File: src/rtl/if_pkg.sv
// Shared types and constants for the fetch stage and IF/ID register.
// Provides NOP encoding, fetch FSM states, IF/ID bundle and default reset PC.
package if_pkg;

    localparam logic [31:0] NOP_INSTR    = 32'h0000_0000;
    localparam logic [31:0] DEF_RESET_PC = 32'h0000_0000;

    typedef enum logic [1:0] {
        RUN   = 2'd0,
        HOLD  = 2'd1,
        FLUSH = 2'd2
    } if_state_e;

    typedef struct packed {
        logic [31:0] pc;
        logic [31:0] pc4;
        logic [31:0] instr;
        logic        valid;
    } if_id_t;

    localparam if_id_t IF_ID_BUBBLE = '{
        pc:    32'h0,
        pc4:   32'h0,
        instr: NOP_INSTR,
        valid: 1'b0
    };

endpackage

File: src/rtl/ifid_perf_cnt.sv
// Fetch-stage event counters: hold cycles and redirects, both wrapping at 2^32.
// Ports: clk, rst_n (sync, active low), stall_ev, flush_ev -> stall_cycles, flush_count.
module ifid_perf_cnt (
    input  logic        clk,
    input  logic        rst_n,
    input  logic        stall_ev,
    input  logic        flush_ev,
    output logic [31:0] stall_cycles,
    output logic [31:0] flush_count
);

    always_ff @(posedge clk) begin
        if (!rst_n) begin
            stall_cycles <= 32'h0;
            flush_count  <= 32'h0;
        end else begin
            if (stall_ev) stall_cycles <= stall_cycles + 32'd1;
            if (flush_ev) flush_count  <= flush_count + 32'd1;
        end
    end

endmodule

File: src/rtl/if_id_pipe.sv
// PC register, next-PC select, IF/ID register, fetch FSM and stall watchdog.
// Ports: clk, rst_n (sync, active low); HDU stall_i/pc_ifwrite_i; ID redirects
//   jump_i/branch_taken_i + targets; imem_instr_i -> imem_addr_o, IF/ID outputs
//   (pc_id_o, pc4_id_o, instr_id_o, valid_id_o), stall_timeout_o, perf counters.
// Macro IF_PERF_CNT_EN enables stall_cycles_o / flush_count_o; otherwise tied to 0.
module if_id_pipe
    import if_pkg::*;
#(
    parameter logic [31:0] RESET_PC  = DEF_RESET_PC,
    parameter int          MAX_STALL = 16,
    parameter int          CNT_W     = 5
) (
    input  logic        clk,
    input  logic        rst_n,
    input  logic        stall_i,
    input  logic        pc_ifwrite_i,
    input  logic        jump_i,
    input  logic [31:0] jump_target_i,
    input  logic        branch_taken_i,
    input  logic [31:0] branch_target_i,
    input  logic [31:0] imem_instr_i,
    output logic [31:0] imem_addr_o,
    output logic [31:0] pc_id_o,
    output logic [31:0] pc4_id_o,
    output logic [31:0] instr_id_o,
    output logic        valid_id_o,
    output logic        stall_timeout_o,
    output logic [31:0] stall_cycles_o,
    output logic [31:0] flush_count_o
);

    localparam logic [CNT_W-1:0] MAX_CNT = CNT_W'(MAX_STALL);

    logic [31:0]      pc_q, pc_d, pc_plus4, redir_tgt;
    if_id_t           ifid_q, ifid_d;
    if_state_e        state_q, state_d;
    logic [CNT_W-1:0] scnt_q, scnt_d;
    logic             tmo_q, tmo_d;
    logic             hold, redirect;

    assign hold     = stall_i | ~pc_ifwrite_i;
    assign redirect = (jump_i | branch_taken_i) & ~hold;
    assign pc_plus4 = pc_q + 32'd4;
    // Jump has priority; targets are forced word-aligned.
    assign redir_tgt = (jump_i ? jump_target_i : branch_target_i)
                     & 32'hFFFF_FFFC;

    always_comb begin
        pc_d   = pc_q;
        ifid_d = ifid_q;
        scnt_d = '0;
        tmo_d  = tmo_q;
        unique case (1'b1)
            hold: begin
                if (scnt_q != MAX_CNT) scnt_d = scnt_q + 1'b1;
                else                   scnt_d = scnt_q;
                // Trips on the edge where the count reaches MAX_STALL.
                if (scnt_q >= MAX_CNT - 1'b1) tmo_d = 1'b1;
            end
            redirect: begin
                pc_d   = redir_tgt;
                ifid_d = IF_ID_BUBBLE;
            end
            default: begin
                pc_d         = pc_plus4;
                ifid_d.pc    = pc_q;
                ifid_d.pc4   = pc_plus4;
                ifid_d.instr = imem_instr_i;
                ifid_d.valid = 1'b1;
            end
        endcase
    end

    always_comb begin
        state_d = RUN;
        if (hold)          state_d = HOLD;
        else if (redirect) state_d = FLUSH;
    end

    always_ff @(posedge clk) begin
        if (!rst_n) begin
            pc_q    <= RESET_PC;
            ifid_q  <= IF_ID_BUBBLE;
            state_q <= RUN;
            scnt_q  <= '0;
            tmo_q   <= 1'b0;
        end else begin
            pc_q    <= pc_d;
            ifid_q  <= ifid_d;
            state_q <= state_d;
            scnt_q  <= scnt_d;
            tmo_q   <= tmo_d;
        end
    end

    assign imem_addr_o     = pc_q;
    assign pc_id_o         = ifid_q.pc;
    assign pc4_id_o        = ifid_q.pc4;
    assign instr_id_o      = ifid_q.instr;
    assign valid_id_o      = ifid_q.valid & (state_q != FLUSH);
    assign stall_timeout_o = tmo_q;

`ifdef IF_PERF_CNT_EN
    ifid_perf_cnt u_perf (
        .clk          (clk),
        .rst_n        (rst_n),
        .stall_ev     (hold),
        .flush_ev     (redirect),
        .stall_cycles (stall_cycles_o),
        .flush_count  (flush_count_o)
    );
`else
    assign stall_cycles_o = 32'h0;
    assign flush_count_o  = 32'h0;
`endif

endmodule

File: config.mk
export PLATFORM = sky130hd
export DESIGN_NAME = if_id_pipe
export DESIGN_NICKNAME = d
export VERILOG_FILES = /design/src/rtl/if_pkg.sv /design/src/rtl/ifid_perf_cnt.sv /design/src/rtl/if_id_pipe.sv
export SDC_FILE = /design/constraint.sdc
export NUM_CORES = 1
export LEC_CHECK = 0
export CAP_MARGIN = 0
export CORE_MARGIN = 4
export CORE_UTILIZATION = 39
export CTS_CLUSTER_DIAMETER = 120
export DETAILED_ROUTE_END_ITERATION = 7
export HOLD_SLACK_MARGIN = 0.05
export PLACE_DENSITY = 0.89
export RECOVER_POWER = 50
export SYNTH_ARGS = -nofsm -noshare
export SYNTH_HDL_FRONTEND = slang
export SYNTH_SLANG_ARGS = --single-unit
File: constraint.sdc
create_clock -name clk -period 2.4 [get_ports clk]
set_clock_uncertainty 0.2 [all_clocks]
set_input_delay 0.48 -clock clk [delete_from_list [all_inputs] [get_ports clk]]
set_output_delay 0.48 -clock clk [all_outputs]
set_load 0.05 [all_outputs]
==> flow_summary_export.csv <==
group,metric,value,unit
global_routing,antenna_found_initial,0,
timing,drv_slew,0,
cells_and_area,diodes,0,
synthesis,synth_seq_share,38.90,%
routing,drtPass1Iterations,6,
synthesis,synth_cell_type_count,54,
setup_path,max_stage_delay,0.80,ns
clock_network,cts-root-buf,"clkbuf_16",
timing,rsz0062_at_grt,"no",
pwr,power_leader,"clock",
routing,ant_nets,0,
pwr,seq_power_share,41.3,%
synthesis,numSynthFlops,132,
setup_path,cp-start-kind,"flip-flop",
pwr,p_comb_share,17.2,%
die,die_area,19590,µm²
die,pin_count,296,
cells_and_area,n_all_inverters,13,
cells_and_area,nets,1034,
synthesis,async_flop_share,0,%
cells_and_area,area_dominant_class,"combinational gates",
synthesis,ys_warn_count,0,
clock_network,clockBufferDepth,2,
timing,clock.fmax,424.3,MHz
cells_and_area,clockBufferCount,27,
timing,finalSetupViolCount,0,
setup_path,worst-path-max-fanout,8,
global_routing,met2_usage,34.87,%
clock_network,cts_max_level,4,
setup_path,endpoint_kind,"output port",
place,place.gp.congestion,0.9199,
pwr,power.density,609.8,nW/µm²
synthesis,ys_cells,770,
clock_network,cts_sinks,132,
min_path,worstHoldPathType,"flip-flop to flip-flop",
pwr,power_frac_clock,41.5,%
synthesis,ys_sh_simple,12.60,%
cells_and_area,nonClkBufAreaFrac,28.45,%
cells_and_area,clk_share,5.729,%
pwr,comb_cell_power,0.947,mW
routing,drc,0,
cells_and_area,mostFrequentLayoutCells,"clkdlybuf4s50_1 (185), dfxtp_1 (112), conb_1 (66)",
clock_network,clock_latency,0.42,ns
synthesis,aoi_share,19.19,%
setup_path,cp_cell_sequence,"buf_4 > clkdlybuf4s50_1",
run_status,outcome,"completed",
pwr,ir_drop,0.3651,mV
place,dp_hpwl,15890,µm
timing,tightestPinTransition,0.8764,ns
cells_and_area,signal_buffers,289,
cells_and_area,logic_area,2949,µm²
timing,hold_violations,0,
synthesis,yosys-stat-area,6793,µm²
cells_and_area,comb_share,32.61,%
pwr,p_sw,1.567,mW
cells_and_area,syn_to_final_growth,33.12,%
setup_path,cp_num_buf_inv,2,
setup_path,cp.arrival,1.68,ns
pwr,power.total,5.514,mW
place,place_area,8690,µm²
pwr,pg_clk,2.29,mW
synthesis,edf_count,0,
place,port-buffer-count,225,
synthesis,yosys.area_share.xor_xnor,3.739,%
routing,met3WireLength,2426,µm
synthesis,avgSynthCellArea,8.822,µm²
clock_network,post-cts-setup-buffer-count,0,
place,place_inst,1129,
## stage by stage
stage	worst slack [ns]	setup TNS [ns]	hold slack [ns]	utilization, %
after floorplan	-0.04328	-0.04328	0.2173	-
after global routing	0.002430	0	0.2579	53.76
after detailed placement	-0.1244	-1.105	0.2340	51.67
after CTS	0.002859	0	0.2423	54.69
after global placement	-0.08490	-0.3035	0.2307	51.67
final	0.04298	0	0.2374	53.76
## kinds of logic after synthesis
group,Yosys count
other cells,1
fa+ha+maj,4
simple gates,173
xor+xnor,29
compound gates,183
mux,20
flops,132
buf+inv,228
## synth_stat cells (13+ instances only)
library cell	count	area [µm²]
nor2_1	32	120.1
clkbuf_1	40	150.1
inv_1	13	48.80
nand3_1	21	105.1
o21ai_0	53	265.3
mux2i_1	14	140.1
xnor2_1	20	175.2
nand2_1	61	229.0
a21oi_1	20	100.1
a22o_1	64	560.5
buf_4	163	1224
dfxtp_1	132	2643
## sequential cells by signal, summed over array words and instances (netlist names)
name and count:
stall_timeout_o 1, imem_addr_o 30, state_q 2, pc_id_o 31
scnt_q 5, ifid_q 1, instr_id_o 32, pc4_id_o 30
## final timing paths
| kind | start | to | slack [ns] | cells after the start |
|---|---|---|---|---|
| hold / removal | pc4_id_o[18] | pc4_id_o[18] | 0.24 | 2 |
| setup reg to reg | imem_addr_o[3] | imem_addr_o[28] | 0.12 | 9 |
| hold reg to reg | pc4_id_o[18] | pc4_id_o[18] | 0.24 | 2 |
| setup / recovery | imem_addr_o[19] | imem_addr_o[19] | 0.04 | 2 |
## tightest hold or removal path: cells and delay by family (launching register included)
family        cells  cell delay [ns]
flops             1             0.30
simple gates      2             0.09
## timing repair
| action | 4_1_cts | 5_1_grt |
|---|---|---|
| pin swaps | 0 | 0 |
| resized | 14 | 13 |
| setup endpoints to repair | 14 | 16 |
cell_density.png
The die is cut into 14 by 14 equal tiles; white is low, dark blue is high, 0 to 100% covered.
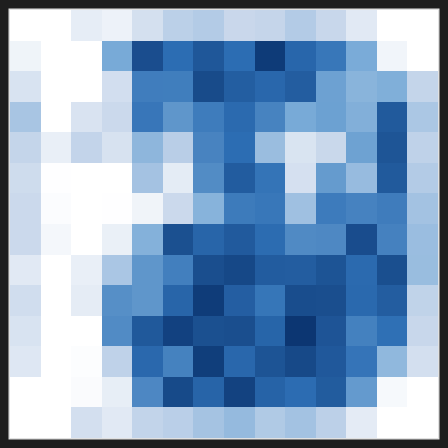
mean over tiles: 45%
emptiest ninth of the die: middle left
fullest tile: 97%
densest ninth of the die: bottom centre
tiles over 75% full: 28%
nearly empty tiles: 15%
Core ar.: 16820 µm²
Floorplan Utilization: 40.39%
final design utilization: 53.76%

layer_met4.png
Bar = 50 µm. Supply wires on this layer in grey. Cells faint in the background.
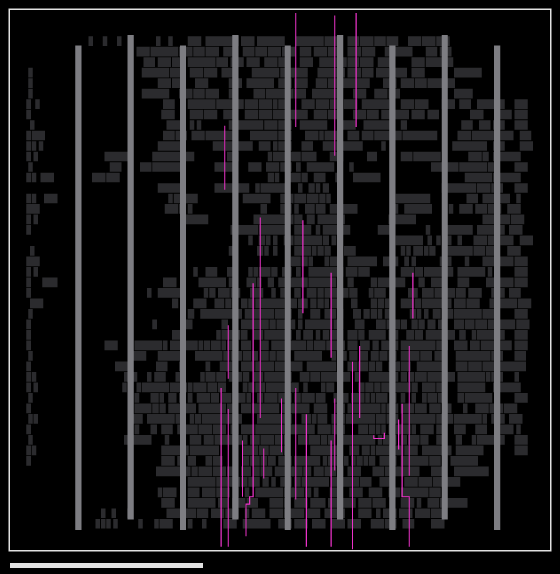
longest straight run: 55.2 µm
wire length on this layer: 671 µm
share of all routed wire: 3.2%
DR vias: 6021
DRT Wirelength: 21260 µm

placement_by_type.png
Bar = 50 µm. Fill, decap, tap and diode cells in grey.
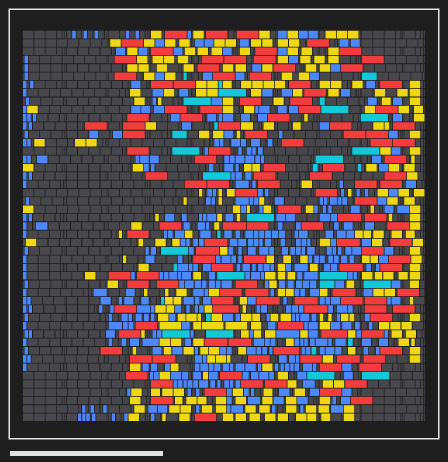
legend:
  clock drivers and dummy loads:
    colour: cyan
    cells: 32
    share_of_their_area: 5.9%
  sequential cells:
    colour: red
    cells: 132
    share_of_their_area: 31%
  combinational and other logic:
    colour: blue
    cells: 488
    share_of_their_area: 34%
  remaining buffers and delay cells:
    colour: yellow
    cells: 289
    share_of_their_area: 29%
Final Cell Area: 9042 µm²
Core Rows: 47
register share of the cell area: 29.61%

congestion.png
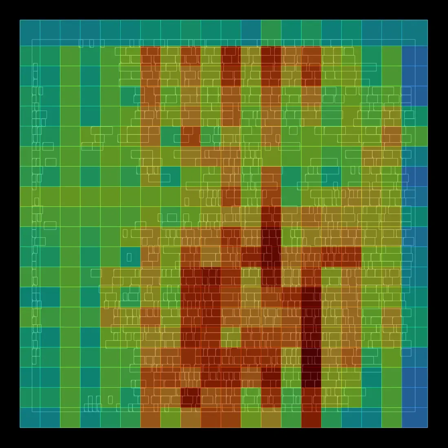
average wire per standard cell: 18.31 µm
GRT Total Usage: 20.67%
met3 GRT Util: 8.180%

layer_met1.png
Supply wires on this layer in grey.
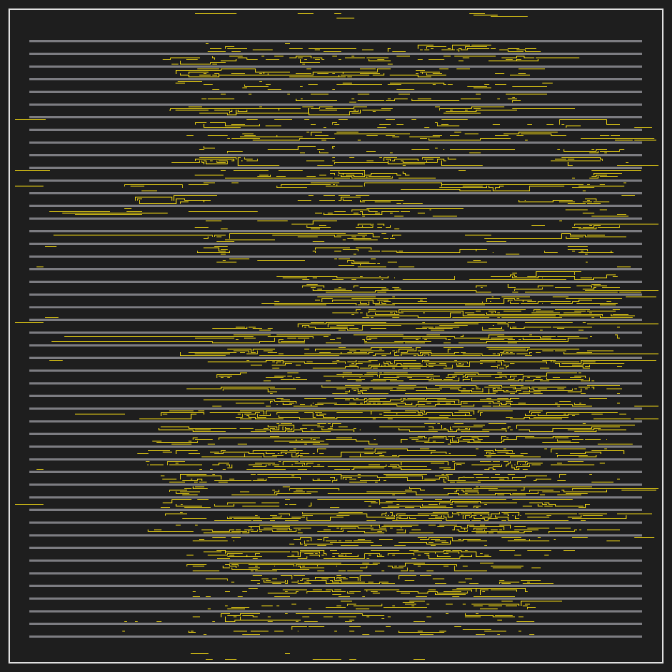
wire length on this layer: 7810 µm
share of all routed wire: 37%
nets with wire on the layer: 885
main direction: horizontal
met1 Usage GRT: 23.37%

No activity file was given, so power comes from the tool's default toggle rates.
